File: config.mk
export PLATFORM = sky130hd
export DESIGN_NAME = reorder_buffer_flat
export DESIGN_NICKNAME = d
export VERILOG_FILES = /design/src/rtl/reorder_buffer_pkg.sv /design/src/rtl/reorder_buffer_if.sv /design/src/rtl/reorder_buffer_lookup.sv /design/src/rtl/reorder_buffer.sv /design/src/flat_wrapper.sv
export SDC_FILE = /design/constraint.sdc
export NUM_CORES = 2
export LEC_CHECK = 0
export ABC_AREA = 0
export CAP_MARGIN = 20
export CORE_AREA = 3 3 380 344
export CTS_CLUSTER_DIAMETER = 120
export DETAILED_ROUTE_END_ITERATION = 12
export DIE_AREA = 0 0 383 347
export GPL_TIMING_DRIVEN = 0
export PLACE_DENSITY = 0.69
export SYNTH_ARGS = -nofsm -noshare
export SYNTH_HDL_FRONTEND = slang
export SYNTH_SLANG_ARGS = --single-unit
export TNS_END_PERCENT = 5
File: constraint.sdc
create_clock -name clk -period 16.3 [get_ports clk]
set_input_delay 4.89 -clock clk [delete_from_list [all_inputs] [get_ports clk]]
set_output_delay 4.89 -clock clk [all_outputs]
set_load 0.1 [all_outputs]
File: src/rtl/reorder_buffer_pkg.sv
// Shared widths, types and helpers for the reorder buffer and its
// rename/issue/CDB interface.
package reorder_buffer_pkg;

    localparam int ROB_SIZE = 16;
    localparam int ROBID_W  = $clog2(ROB_SIZE);
    localparam int REGID_W  = 5;
    localparam int XLEN     = 32;

    typedef logic [ROBID_W-1:0] rob_id_t;
    typedef logic [ROBID_W:0]   rob_cnt_t;
    typedef logic [REGID_W-1:0] reg_id_t;
    typedef logic [XLEN-1:0]    word_t;

    typedef struct packed {
        logic    has_dest;
        reg_id_t rd;
    } dest_t;

    // x0 is hardwired, so a retire into it must not raise a register write.
    function automatic logic writes_reg(input dest_t d);
        return d.has_dest && (d.rd != '0);
    endfunction

endpackage

File: src/rtl/reorder_buffer_if.sv
// Bundle of issue, operand lookup, CDB writeback, commit and flush signals
// between the core (master) and the reorder buffer (slave).
interface reorder_buffer_if;
    import reorder_buffer_pkg::*;

    logic    IS_sgn;
    reg_id_t IS_rd;
    logic    IS_has_dest;
    logic    ROB_full;
    rob_id_t ROB_name;

    rob_id_t REG_ord1;
    rob_id_t REG_ord2;
    logic    ROB_rdy1;
    logic    ROB_rdy2;
    word_t   ROB_val1;
    word_t   ROB_val2;

    logic    CDB_sgn;
    rob_id_t CDB_name;
    word_t   CDB_val;
    logic    CDB_mispred;
    word_t   CDB_pc;

    logic    ROB_commit_sgn;
    reg_id_t ROB_commit_dest;
    word_t   ROB_commit_value;
    rob_id_t ROB_commit_ROB_name;
    logic    flush_sgn;
    word_t   flush_pc;

    modport master (
        output IS_sgn, IS_rd, IS_has_dest, REG_ord1, REG_ord2,
               CDB_sgn, CDB_name, CDB_val, CDB_mispred, CDB_pc,
        input  ROB_full, ROB_name, ROB_rdy1, ROB_rdy2, ROB_val1, ROB_val2,
               ROB_commit_sgn, ROB_commit_dest, ROB_commit_value,
               ROB_commit_ROB_name, flush_sgn, flush_pc
    );

    modport slave (
        input  IS_sgn, IS_rd, IS_has_dest, REG_ord1, REG_ord2,
               CDB_sgn, CDB_name, CDB_val, CDB_mispred, CDB_pc,
        output ROB_full, ROB_name, ROB_rdy1, ROB_rdy2, ROB_val1, ROB_val2,
               ROB_commit_sgn, ROB_commit_dest, ROB_commit_value,
               ROB_commit_ROB_name, flush_sgn, flush_pc
    );

endinterface

File: src/rtl/reorder_buffer_lookup.sv
// One operand lookup port: selects an entry by tag and lets a same-cycle
// CDB broadcast to that tag bypass the stored value.
module reorder_buffer_lookup
    import reorder_buffer_pkg::*;
(
    input  rob_id_t             ord_i,
    input  logic [ROB_SIZE-1:0] valid_i,
    input  logic [ROB_SIZE-1:0] ready_i,
    input  word_t               value_i [ROB_SIZE],
    input  logic                cdb_sgn_i,
    input  rob_id_t             cdb_name_i,
    input  word_t               cdb_val_i,
    output logic                rdy_o,
    output word_t               val_o
);

    logic hit;

    always_comb begin
        hit   = cdb_sgn_i && (cdb_name_i == ord_i);
        rdy_o = valid_i[ord_i] && (ready_i[ord_i] || hit);
        val_o = '0;
        if (rdy_o) begin
            val_o = hit ? cdb_val_i : value_i[ord_i];
        end
    end

endmodule

File: src/rtl/reorder_buffer.sv
// Circular in-order reorder buffer: allocates rename tags at issue, captures
// CDB results, serves operand lookups and retires one entry per cycle.
module reorder_buffer
    import reorder_buffer_pkg::*;
(
    input  logic              clk,
    input  logic              rst_n,
    input  logic              rdy,
    reorder_buffer_if.slave   bus
);

    logic [ROB_SIZE-1:0] valid_q, valid_d;
    logic [ROB_SIZE-1:0] ready_q, ready_d;
    rob_id_t             head_q, head_d;
    rob_id_t             tail_q, tail_d;
    rob_cnt_t            count_q, count_d;

    dest_t               dest_q    [ROB_SIZE];
    word_t               value_q   [ROB_SIZE];
    logic                mispred_q [ROB_SIZE];
    word_t               pc_q      [ROB_SIZE];

    logic                commit_sgn_q;
    reg_id_t             commit_dest_q;
    word_t               commit_value_q;
    rob_id_t             commit_name_q;
    logic                flush_sgn_q;
    word_t               flush_pc_q;

    logic full, alloc, wb, commit, flush;

    // Full/empty come from count alone; head==tail is ambiguous.
    assign full   = (count_q == rob_cnt_t'(ROB_SIZE));
    assign alloc  = rdy && bus.IS_sgn && !full;
    assign wb     = rdy && bus.CDB_sgn && valid_q[bus.CDB_name];
    assign commit = rdy && !flush_sgn_q && valid_q[head_q] && ready_q[head_q];
    assign flush  = commit && mispred_q[head_q];

    always_comb begin
        valid_d = valid_q;
        ready_d = ready_q;
        head_d  = head_q;
        tail_d  = tail_q;
        count_d = count_q + rob_cnt_t'(alloc) - rob_cnt_t'(commit);
        if (wb) begin
            ready_d[bus.CDB_name] = 1'b1;
        end
        if (commit) begin
            valid_d[head_q] = 1'b0;
            ready_d[head_q] = 1'b0;
            head_d          = head_q + rob_id_t'(1);
        end
        if (alloc) begin
            valid_d[tail_q] = 1'b1;
            ready_d[tail_q] = 1'b0;
            tail_d          = tail_q + rob_id_t'(1);
        end
        // A retiring mispredicted branch squashes everything, including this cycle's issue.
        if (flush) begin
            valid_d = '0;
            ready_d = '0;
            head_d  = '0;
            tail_d  = '0;
            count_d = '0;
        end
    end

    always_ff @(posedge clk or negedge rst_n) begin
        if (!rst_n) begin
            valid_q        <= '0;
            ready_q        <= '0;
            head_q         <= '0;
            tail_q         <= '0;
            count_q        <= '0;
            commit_sgn_q   <= 1'b0;
            commit_dest_q  <= '0;
            commit_value_q <= '0;
            commit_name_q  <= '0;
            flush_sgn_q    <= 1'b0;
            flush_pc_q     <= '0;
        end else begin
            valid_q      <= valid_d;
            ready_q      <= ready_d;
            head_q       <= head_d;
            tail_q       <= tail_d;
            count_q      <= count_d;
            commit_sgn_q <= commit && writes_reg(dest_q[head_q]);
            flush_sgn_q  <= flush;
            if (commit) begin
                commit_dest_q  <= dest_q[head_q].rd;
                commit_value_q <= value_q[head_q];
                commit_name_q  <= head_q;
            end
            if (flush) begin
                flush_pc_q <= pc_q[head_q];
            end
        end
    end

    // Payload needs no reset: it is only observed behind valid/ready.
    always_ff @(posedge clk) begin
        if (alloc) begin
            dest_q[tail_q] <= '{has_dest: bus.IS_has_dest, rd: bus.IS_rd};
        end
        if (wb) begin
            value_q[bus.CDB_name]   <= bus.CDB_val;
            mispred_q[bus.CDB_name] <= bus.CDB_mispred;
            pc_q[bus.CDB_name]      <= bus.CDB_pc;
        end
    end

    rob_id_t ord_a [2];
    logic    rdy_a [2];
    word_t   val_a [2];

    assign ord_a[0] = bus.REG_ord1;
    assign ord_a[1] = bus.REG_ord2;

    generate
        for (genvar gi = 0; gi < 2; gi++) begin : lookup_g
            reorder_buffer_lookup u_lookup (
                .ord_i      (ord_a[gi]),
                .valid_i    (valid_q),
                .ready_i    (ready_q),
                .value_i    (value_q),
                .cdb_sgn_i  (bus.CDB_sgn),
                .cdb_name_i (bus.CDB_name),
                .cdb_val_i  (bus.CDB_val),
                .rdy_o      (rdy_a[gi]),
                .val_o      (val_a[gi])
            );
        end
    endgenerate

    assign bus.ROB_rdy1            = rdy_a[0];
    assign bus.ROB_val1            = val_a[0];
    assign bus.ROB_rdy2            = rdy_a[1];
    assign bus.ROB_val2            = val_a[1];
    assign bus.ROB_full            = full;
    assign bus.ROB_name            = tail_q;
    assign bus.ROB_commit_sgn      = commit_sgn_q;
    assign bus.ROB_commit_dest     = commit_dest_q;
    assign bus.ROB_commit_value    = commit_value_q;
    assign bus.ROB_commit_ROB_name = commit_name_q;
    assign bus.flush_sgn           = flush_sgn_q;
    assign bus.flush_pc            = flush_pc_q;

endmodule

File: src/flat_wrapper.sv
// flat-port wrapper written by rule: the top's interface ports become plain ports
module reorder_buffer_flat import reorder_buffer_pkg::*;
  (clk, rst_n, rdy, bus_IS_sgn, bus_IS_rd, bus_IS_has_dest, bus_REG_ord1, bus_REG_ord2, bus_CDB_sgn, bus_CDB_name, bus_CDB_val, bus_CDB_mispred, bus_CDB_pc, bus_ROB_full, bus_ROB_name, bus_ROB_rdy1, bus_ROB_rdy2, bus_ROB_val1, bus_ROB_val2, bus_ROB_commit_sgn, bus_ROB_commit_dest, bus_ROB_commit_value, bus_ROB_commit_ROB_name, bus_flush_sgn, bus_flush_pc);
  reorder_buffer_if bus_i ();
  input  logic clk;
  input  logic rst_n;
  input  logic rdy;
  input wire logic [$bits(bus_i.IS_sgn)-1:0] bus_IS_sgn;
  input wire logic [$bits(bus_i.IS_rd)-1:0] bus_IS_rd;
  input wire logic [$bits(bus_i.IS_has_dest)-1:0] bus_IS_has_dest;
  input wire logic [$bits(bus_i.REG_ord1)-1:0] bus_REG_ord1;
  input wire logic [$bits(bus_i.REG_ord2)-1:0] bus_REG_ord2;
  input wire logic [$bits(bus_i.CDB_sgn)-1:0] bus_CDB_sgn;
  input wire logic [$bits(bus_i.CDB_name)-1:0] bus_CDB_name;
  input wire logic [$bits(bus_i.CDB_val)-1:0] bus_CDB_val;
  input wire logic [$bits(bus_i.CDB_mispred)-1:0] bus_CDB_mispred;
  input wire logic [$bits(bus_i.CDB_pc)-1:0] bus_CDB_pc;
  output wire logic [$bits(bus_i.ROB_full)-1:0] bus_ROB_full;
  output wire logic [$bits(bus_i.ROB_name)-1:0] bus_ROB_name;
  output wire logic [$bits(bus_i.ROB_rdy1)-1:0] bus_ROB_rdy1;
  output wire logic [$bits(bus_i.ROB_rdy2)-1:0] bus_ROB_rdy2;
  output wire logic [$bits(bus_i.ROB_val1)-1:0] bus_ROB_val1;
  output wire logic [$bits(bus_i.ROB_val2)-1:0] bus_ROB_val2;
  output wire logic [$bits(bus_i.ROB_commit_sgn)-1:0] bus_ROB_commit_sgn;
  output wire logic [$bits(bus_i.ROB_commit_dest)-1:0] bus_ROB_commit_dest;
  output wire logic [$bits(bus_i.ROB_commit_value)-1:0] bus_ROB_commit_value;
  output wire logic [$bits(bus_i.ROB_commit_ROB_name)-1:0] bus_ROB_commit_ROB_name;
  output wire logic [$bits(bus_i.flush_sgn)-1:0] bus_flush_sgn;
  output wire logic [$bits(bus_i.flush_pc)-1:0] bus_flush_pc;
  assign bus_i.IS_sgn = bus_IS_sgn;
  assign bus_i.IS_rd = bus_IS_rd;
  assign bus_i.IS_has_dest = bus_IS_has_dest;
  assign bus_i.REG_ord1 = bus_REG_ord1;
  assign bus_i.REG_ord2 = bus_REG_ord2;
  assign bus_i.CDB_sgn = bus_CDB_sgn;
  assign bus_i.CDB_name = bus_CDB_name;
  assign bus_i.CDB_val = bus_CDB_val;
  assign bus_i.CDB_mispred = bus_CDB_mispred;
  assign bus_i.CDB_pc = bus_CDB_pc;
  assign bus_ROB_full = bus_i.ROB_full;
  assign bus_ROB_name = bus_i.ROB_name;
  assign bus_ROB_rdy1 = bus_i.ROB_rdy1;
  assign bus_ROB_rdy2 = bus_i.ROB_rdy2;
  assign bus_ROB_val1 = bus_i.ROB_val1;
  assign bus_ROB_val2 = bus_i.ROB_val2;
  assign bus_ROB_commit_sgn = bus_i.ROB_commit_sgn;
  assign bus_ROB_commit_dest = bus_i.ROB_commit_dest;
  assign bus_ROB_commit_value = bus_i.ROB_commit_value;
  assign bus_ROB_commit_ROB_name = bus_i.ROB_commit_ROB_name;
  assign bus_flush_sgn = bus_i.flush_sgn;
  assign bus_flush_pc = bus_i.flush_pc;
  reorder_buffer u_core (.clk(clk), .rst_n(rst_n), .rdy(rdy), .bus(bus_i));
endmodule
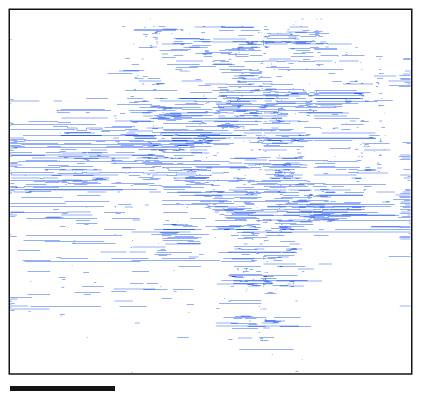
m3.png
Scale bar: 100 microns.
The wires run mostly horizontal. 729 nets have wire on it. The layer carries 22.6 mm of wire. The longest straight run is 173 microns.

==> ci_impl_report.md <==
### Metrics collected by this job

| Metric | Value |
|---|---|
| Remaining antenna violation count after routing | 0 |
| Vias in the first global route | 34190 |
| Type of element capturing the critical path | output port |
| Portion of total power attributed to sequential cells | 37.7% |
| Hold-fix buffers at CTS | 0 |
| Critical path, cell by cell | clkbuf_1, xor2_1, nor3_1, and3_1, buf_2, o21ai_0, mux4_2, clkbuf_1, a21oi_1, clkdlybuf4s50_1 |
| Share of Yosys cell area claimed by the top area cell type | 59.74% |
| GRT overflow | 0 |
| Most used standard cells in the synthesized netlist | edfxtp_1, mux4_2, nand2_1 |
| Standard cell core area | 127100 sq um |
| Rel. slew slack | 15.72% |
| Clock transition time at the flip-flop clock pins of the worst setup and hold paths | 60 ps |
| Worst-case setup slack after placement | 1394 ps |
| Clock tree buffer depth | 3 |
| Share of the yosys chip area belonging to registers | 65.00% |
| Share of the synthesized netlist area taken by xor and xnor gates | 0.2301% |
| Count of tool warnings | 34 |
| Number of antenna violations at the first check in global routing | 22 |
| I/O Buffers | 228 |
| Achievable Freq | 66.19 MHz |
| I/O pin total | 234 |
| Class of the tightest hold or removal check | reg -> reg |
| Mux share of post-synthesis cell area | 28.87% |
| Arrival @ worst endpoint | 10220 ps |
| Via Count | 33160 |
| Final setup violation count | 0 |
| Main flop type | edfxtp_1 |
| Status | finished, final reports clean |
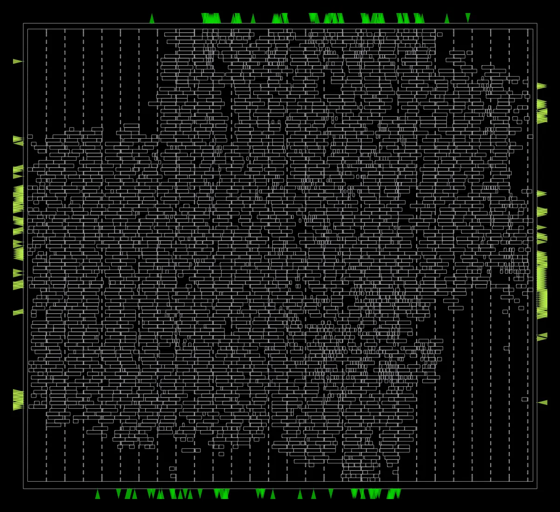
placed.png
number of tap cells added at floorplan: 1701
end-of-flow core utilization: 53.27%
standard-cell rows: 124
flop share of the area: 54.83%

## through the flow
| stage | setup TNS [ps] | power (mW) |
|---|---|---|
| 4_1_cts | 0 | 10.18 |
| 5_1_grt | 0 | 10.48 |
| 3_5_place_dp | 0 | 7.248 |
| 2_1_floorplan | 0 | 6.203 |
| 3_3_place_gp | -470240 | 7.175 |
| 6_report | 0 | 10.16 |
## cells in the final DEF (no fill, tap or decap), types with 7 or more instances in the layout
cell type	netlist	routed
dfrtp_1	120	120
clkbuf_16	0	138
mux2_2	63	63
mux4_2	694	694
clkdlybuf4s50_1	0	227
buf_2	72	72
o21a_1	7	7
ha_1	14	14
nand2_1	154	154
xor2_1	10	10
a211oi_1	8	8
diode_2	0	11
o21ai_0	23	23
buf_8	0	19
clkinv_2	0	16
nand3_1	18	18
edfxtp_1	1136	1136
clkinv_1	0	33
buf_16	0	17
buf_6	4	41
clkbuf_1	88	121
nor2_4	1	13
nor2_1	49	37
a21oi_1	71	71
buf_1	30	30
bufinv_16	0	7
a2111oi_2	7	7
inv_1	28	28
buf_12	0	32
## final timing paths
check	from	to	slack [ps]	cells after the start
max reg2reg	u_core.head_q[2]	u_core.count_q[4]	11770	19
max	bus_REG_ord2[3]	bus_ROB_val2[2]	1190	10
min	u_core.bus.flush_pc[11]	u_core.bus.flush_pc[11]	500	1
min reg2reg	u_core.bus.flush_pc[11]	u_core.bus.flush_pc[11]	500	1
max in group asynchronous	rst_n	u_core.bus.flush_pc[30]	11290	2
min in group asynchronous	rst_n	u_core.count_q[0]	4100	1
## critical path: cells and delay by family
| kind | cells | cell delay, ps |
|---|---|---|
| compound gates | 2 | 990 |
| xor+xnor | 1 | 140 |
| buf+inv | 4 | 2830 |
| mux | 1 | 690 |
| simple gates | 2 | 640 |
## registers in the layout (all words and copies together) (netlist names), 16 cells and up
register	flops
u_core.bus.ROB_commit_value	32
u_core.bus.flush_pc	32
u_core.dest_q	96
u_core.mispred_q	16
u_core.pc_q	512
u_core.ready_q	16
u_core.valid_q	16
u_core.value_q	512
## area by class of cell
type	count	area share, %
Clock buffer	175	5.366
Timing Repair Buffer	336	6.076
Inverter	31	0.1719
Clock inverter	69	0.8429
Tap cell	1701	3.144
Buffer	197	1.283
Multi-Input combinational cell	1221	28.24
Antenna cell	11	0.04067
Sequential cell	1256	54.83
## routing by layer
layer,wire length (microns),track usage (%)
met5,116,0
met4,8007,12.08
met3,22560,8.526
met2,82020,40.58
met1,62730,35.01
## cells by family (layout without fill, tap and decap cells)
| group | count (synthesis) | in the layout |
|---|---|---|
| AOI/OAI and AO/OA | 155 | 155 |
| xor gates and xnor gates | 15 | 15 |
| adders and majority gates | 15 | 15 |
| buffers and inverters | 228 | 808 |
| DFF | 1256 | 1256 |
| muxes | 769 | 769 |
| other | 0 | 11 |
| and+or+nand+nor | 267 | 267 |
## power groups by stage
stage          sequential (mW)  clock [mW]  combinational (mW)
2_1_floorplan             4.51           0                1.69
3_3_place_gp              3.89           0                3.29
3_5_place_dp              3.89           0                3.36
4_1_cts                   3.82        2.99                3.37
5_1_grt                   3.84        3.12                3.52
6_report                  3.82        2.95                3.38
Power figures rest on the tool's default switching activity, not on a simulated workload.
